==> images/blocks.png <==
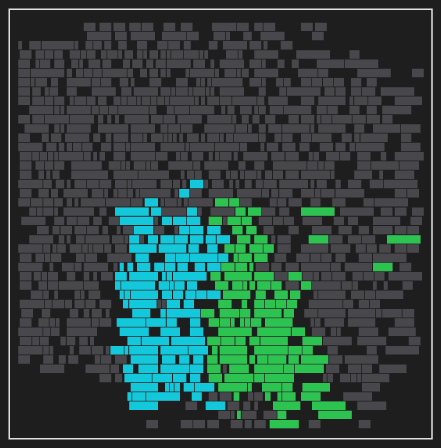
==> images/ff_map.png <==
The bar under the picture is 20 um long.
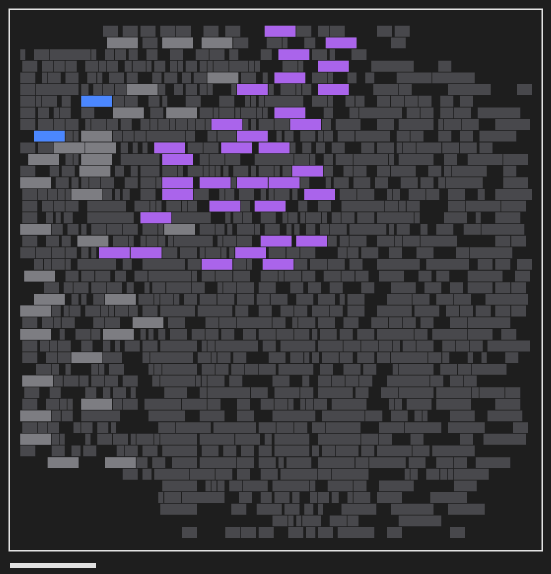
==> images/congestion_map.png <==
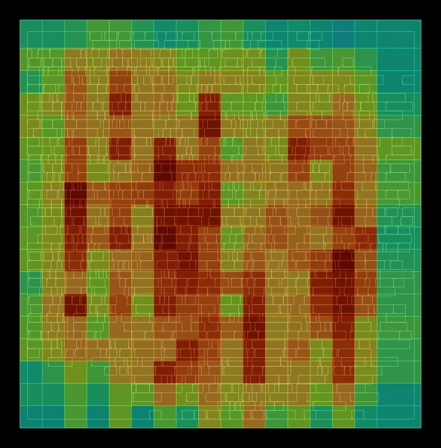
==> images/gates.png <==
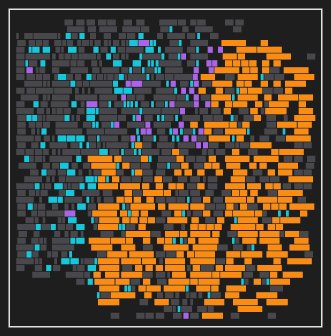
==> images/closeup.png <==
The bar under the picture is 10 um long. Window x 18 to 43, y 19 to 44 um. Cells in gray, sequential cells in the stronger gray; small squares are vias.
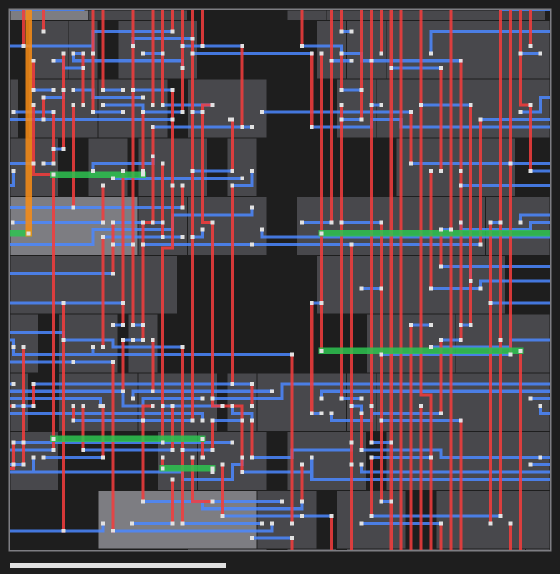
### config.mk
export PLATFORM = sky130hd
export DESIGN_NAME = crc32_stream
export DESIGN_NICKNAME = d
export VERILOG_FILES = /design/src/rtl/crc32_pkg.sv /design/src/rtl/crc32_stream_byte_fold.sv /design/src/rtl/crc32_stream.sv
export SDC_FILE = /design/constraint.sdc
export NUM_CORES = 1
export LEC_CHECK = 0
export CAP_MARGIN = 20
export CORE_AREA = 2 2 122 124
export CTS_CLUSTER_SIZE = 25
export DETAILED_ROUTE_END_ITERATION = 6
export DIE_AREA = 0 0 124 126
export PLACE_DENSITY = 0.88
export REMOVE_ABC_BUFFERS = 1
export SYNTH_ARGS = -nofsm -noshare
export SYNTH_HDL_FRONTEND = slang
export SYNTH_HIERARCHICAL = 1
export SYNTH_SLANG_ARGS = --single-unit
### constraint.sdc
create_clock -name clk -period 14 [get_ports clk]
set_clock_uncertainty 0.2 [all_clocks]
set_input_delay 1.4 -clock clk [delete_from_list [all_inputs] [get_ports clk]]
set_output_delay 1.4 -clock clk [all_outputs]
set_load 0.005 [all_outputs]
### src/rtl/crc32_pkg.sv
// Shared CRC-32 (IEEE 802.3, reflected) constants, FSM state type and byte-fold function.
package crc32_pkg;

    localparam logic [31:0] CRC32_POLY_REFL      = 32'hEDB88320;
    localparam logic [31:0] CRC32_RESIDUE        = 32'hDEBB20E3;
    localparam logic [31:0] CRC32_INIT_DEFAULT   = '1;
    localparam logic [31:0] CRC32_XOROUT_DEFAULT = '1;

    typedef enum logic [1:0] {
        ST_IDLE,
        ST_ACCUM,
        ST_HOLD
    } crc_state_t;

    // Folds one byte into the register, LSB of the byte first.
    function automatic logic [31:0] crc32_fold_byte(input logic [31:0] crc, input logic [7:0] data);
        logic [31:0] c;
        c = crc ^ {24'h0, data};
        for (int unsigned i = 0; i < 8; i++) begin
            c = c[0] ? ((c >> 1) ^ CRC32_POLY_REFL) : (c >> 1);
        end
        return c;
    endfunction

endpackage

### src/rtl/crc32_stream_byte_fold.sv
// One byte lane of the CRC chain; a disabled lane passes the register through untouched.
module crc32_byte_fold
    import crc32_pkg::*;
(
    input  logic [31:0] crc_in,
    input  logic [7:0]  data,
    input  logic        enable,
    output logic [31:0] crc_out
);

    always_comb begin
        crc_out = enable ? crc32_fold_byte(crc_in, data) : crc_in;
    end

endmodule

### src/rtl/crc32_stream.sv
// Streaming CRC-32 over DATA_W-bit beats with frame delimiting and a held result.
// Optional `CRC32_STREAM_CHECK_EN adds crc_ok/crc_err residue check outputs.
module crc32_stream
    import crc32_pkg::*;
#(
    parameter int          DATA_W     = 32,
    parameter logic [31:0] CRC_INIT   = CRC32_INIT_DEFAULT,
    parameter logic [31:0] CRC_XOROUT = CRC32_XOROUT_DEFAULT
) (
    input  logic                         clk,
    input  logic                         reset,
    input  logic                         in_valid,
    output logic                         in_ready,
    input  logic [DATA_W-1:0]            in_data,
    input  logic                         in_sof,
    input  logic                         in_eof,
    input  logic [$clog2(DATA_W/8):0]    in_bytes,
    output logic                         crc_valid,
    input  logic                         crc_ready,
    output logic [31:0]                  crc_out
`ifdef CRC32_STREAM_CHECK_EN
    ,
    output logic                         crc_ok,
    output logic                         crc_err
`endif
);

    localparam int unsigned NB = DATA_W / 8;
    localparam int unsigned BW = $clog2(NB) + 1;

    crc_state_t     state;
    crc_state_t     state_next;
    logic [31:0]    crc_reg;
    logic           accept;
    logic           fold_en;
    logic [BW-1:0]  nbytes;
    logic [NB-1:0]  lane_en;
    logic [31:0]    chain [0:NB];

    assign accept  = in_valid && (state != ST_HOLD);
    assign fold_en = accept && ((state == ST_ACCUM) || in_sof);

    always_comb begin
        nbytes = in_bytes;
        if ((in_bytes == '0) || (in_bytes > BW'(NB))) begin
            nbytes = BW'(NB);
        end
    end

    // Frame start (sof, or any beat taken in IDLE) seeds the chain from CRC_INIT.
    assign chain[0] = ((state == ST_IDLE) || in_sof) ? CRC_INIT : crc_reg;

    for (genvar i = 0; i < NB; i++) begin : g_lane
        assign lane_en[i] = !in_eof || (BW'(i) < nbytes);

        crc32_byte_fold u_fold (
            .crc_in  (chain[i]),
            .data    (in_data[8*i +: 8]),
            .enable  (lane_en[i]),
            .crc_out (chain[i+1])
        );
    end

    always_ff @(posedge clk) begin
        if (reset) begin
            state <= ST_IDLE;
        end else begin
            state <= state_next;
        end
    end

    always_comb begin
        state_next = state;
        in_ready   = 1'b1;
        crc_valid  = 1'b0;
        unique case (state)
            ST_IDLE: begin
                if (in_valid && in_sof) begin
                    state_next = in_eof ? ST_HOLD : ST_ACCUM;
                end
            end
            ST_ACCUM: begin
                if (in_valid && in_eof) begin
                    state_next = ST_HOLD;
                end
            end
            ST_HOLD: begin
                in_ready  = 1'b0;
                crc_valid = 1'b1;
                if (crc_ready) begin
                    state_next = ST_IDLE;
                end
            end
            default: state_next = ST_IDLE;
        endcase
    end

    always_ff @(posedge clk) begin
        if (reset) begin
            crc_reg <= CRC_INIT;
            crc_out <= '0;
        end else if (fold_en) begin
            crc_reg <= chain[NB];
            if (in_eof) begin
                crc_out <= chain[NB] ^ CRC_XOROUT;
            end
        end
    end

`ifdef CRC32_STREAM_CHECK_EN
    always_ff @(posedge clk) begin
        if (reset) begin
            crc_ok <= 1'b0;
        end else if (fold_en && in_eof) begin
            crc_ok <= (chain[NB] == CRC32_RESIDUE);
        end
    end

    assign crc_err = !crc_ok;
`endif

endmodule

==> summary.txt <==
Post-cts resize count -> 0
Synth top area cells -> dfxtp_1 (14%), mux2_2 (11%), xnor3_1 (9.8%)
DP Area -> 9940 sq um
WL/cell -> 21.8 um
Layout fillers -> 1,039
IO Pins -> 75
Hold Vio Cnt, Final -> 0
Share of cells above drive strength 1 -> 24.6%
Max-cap violations -> 0
Asr flop ratio synth -> 0%
Final wirelength -> 24.2 mm
Count of library flops with an enable pin -> 0
Init Core Util -> 64.4%
RSZ-0062 raised after global routing -> no
Core ar. -> 14,300 sq um
Worst setup EP type -> register
Top-area cell share -> 14.3%
WL met3 -> 1.50 mm
Syn Area/Cell -> 10.4 sq um
Worst r2r path cells -> 22
Top-count cell post-synth -> nor2_1
Setup crit start kind -> primary input
Global-route wire length before repair -> 37.2 mm
Pin count of the biggest net entering global routing -> 97
M1 WL -> 10.3 mm
Initial antenna violation count -> 0
Final instance area -> 10,300 sq um
Syn Inst Count -> 890
HP Class -> reg2reg
Worst hold slack -> 0.308 ns
Tool Warnings -> 25
Setup crit end -> crc_out[22]
Hold buffers post-CTS -> 0
Diode count -> 0
Clk slew on worst S/H paths -> 0.06 ns
Yosys cell count -> 890
Reg2reg end -> crc_out[21]
Post-synth top area cell -> dfxtp_1
Grt ovf -> 0
Setup Fix Bufs, Post-CTS -> 0
Minimum clock period -> 8.95 ns
Routed met2 length -> 11.3 mm
Detailed Route Iter0 Violations -> 656
Maximum clock path buffer count -> 2
TritonCTS clock tree -> yes
Status -> finished clean
Vias per cell -> 6.12
Clk root buf -> clkbuf_16
Post-synth seq share -> 14.3%
R2R Setup Slk -> 6.32 ns
Worst Path Max Fanout -> 40
PortBufs -> 74
Via count -> 6,803
Max transition margin -> 31.4%
Htree depth -> 3
# DRC -> 0
Die W -> 124 um
Top Metal Used -> met4
Worst setup startpoint -> in_bytes[1]
YS warnings -> 6
Chip Height -> 126 um
FMAX -> 112 MHz
Slew @ Worst Pin -> 1.03 ns
DR pass1 iterations -> 7
Cell Type Count -> 37
Final setup vio count -> 0
Back to the opening pictures, blocks.png:
legend:
  green:
    instance: `g_lane[2].u_fold`
    cells: 104
  cyan:
    instance: `g_lane[3].u_fold`
    cells: 103
not colored: 721
Layout Cells excl Fill: 1,112
final core occ: 71.7%
chip area: 15,600 sq um

Back to the opening pictures, ff_map.png:
legend:
  purple:
    netlist_name: `crc_reg`
    sequential_cells: 32
  blue:
    netlist_name: `state`
    sequential_cells: 2
not colored: 32
Flop area: 1320 sq um
flop share of the area: 12.9%

Back to the opening pictures, congestion_map.png:
met3 Use GR: 3.58%
GR Layer Usage met2: 49.6%
GRT busiest layer: met2
gr usage total: 31.4%
met1 Resource Use GR: 43.1%

Back to the opening pictures, gates.png:
legend:
  cyan:
    family: nor cells
    cells: 156
    most_used: nor2_1
  purple:
    family: and/or cells
    cells: 38
    most_used: or2_2
  orange:
    family: xor and xnor cells
    cells: 252
    most_used: xnor2_1
Commonest Layout Cell: nor2_1
multi-input combinational area share: 73.3%

Back to the opening pictures, closeup.png:
legend:
  green:
    layer: M3
  orange:
    layer: M4
  red:
    layer: M2
  blue:
    layer: M1
sequential cells in the window: 2
cells with their middle in the window: 42
most frequent: nor4bb_1 (6), a32oi_1 (5)
netlist names of flops here include: `crc_out` (2)

## worst min-delay path by stage
stage	cells past startpoint	slack, ns	endpoint
CTS	2	0.31	crc_reg[2]
detailed placement	2	0.30	crc_reg[29]
global placement	2	0.29	crc_reg[31]
global route	2	0.34	crc_reg[3]
floorplan	2	0.28	crc_reg[0]
finish	2	0.31	crc_reg[9]
## kinds of logic after synthesis
group / count (synthesis) / share of synthesized area (%)
simple gates: 267 / 15.6
xor+xnor: 252 / 42.1
mux: 132 / 15.8
compound gates: 98 / 7.87
buf+inv: 74 / 4.14
flops: 66 / 14.3
fa+ha+maj: 1 / 0.136
## area by class of cell
cell class                 instances  area [sq um]  area share, %
clock buffer                      10           229           2.23
timing repair buffer              89           871           8.48
sequential                        66          1320           12.9
clock inverter                     6          67.6          0.658
multi-input combinational        750          7520           73.3
tap                              184           230           2.24
inverter                           7          26.3          0.256
## worst max-delay path, cell delays in order
cell and delay, ns:
clkdlybuf4s50_1 0.41, or2_2 0.30, ha_1 0.26, nand2b_1 0.17, nand3_1 0.09, buf_4 0.39
nand2b_1 0.16, buf_4 0.39, mux2_2 0.44, xnor2_2 0.52, xnor2_1 0.32, xor3_4 0.41
mux2_2 0.32, xnor2_2 0.36, xnor2_2 0.24, xor3_1 0.27, mux2_2 0.33, xnor2_2 0.47
xnor3_1 0.58, xnor2_1 0.15, mux2_2 0.30, nor4bb_1 0.40, a32oi_1 0.17, nand3_1 0.11
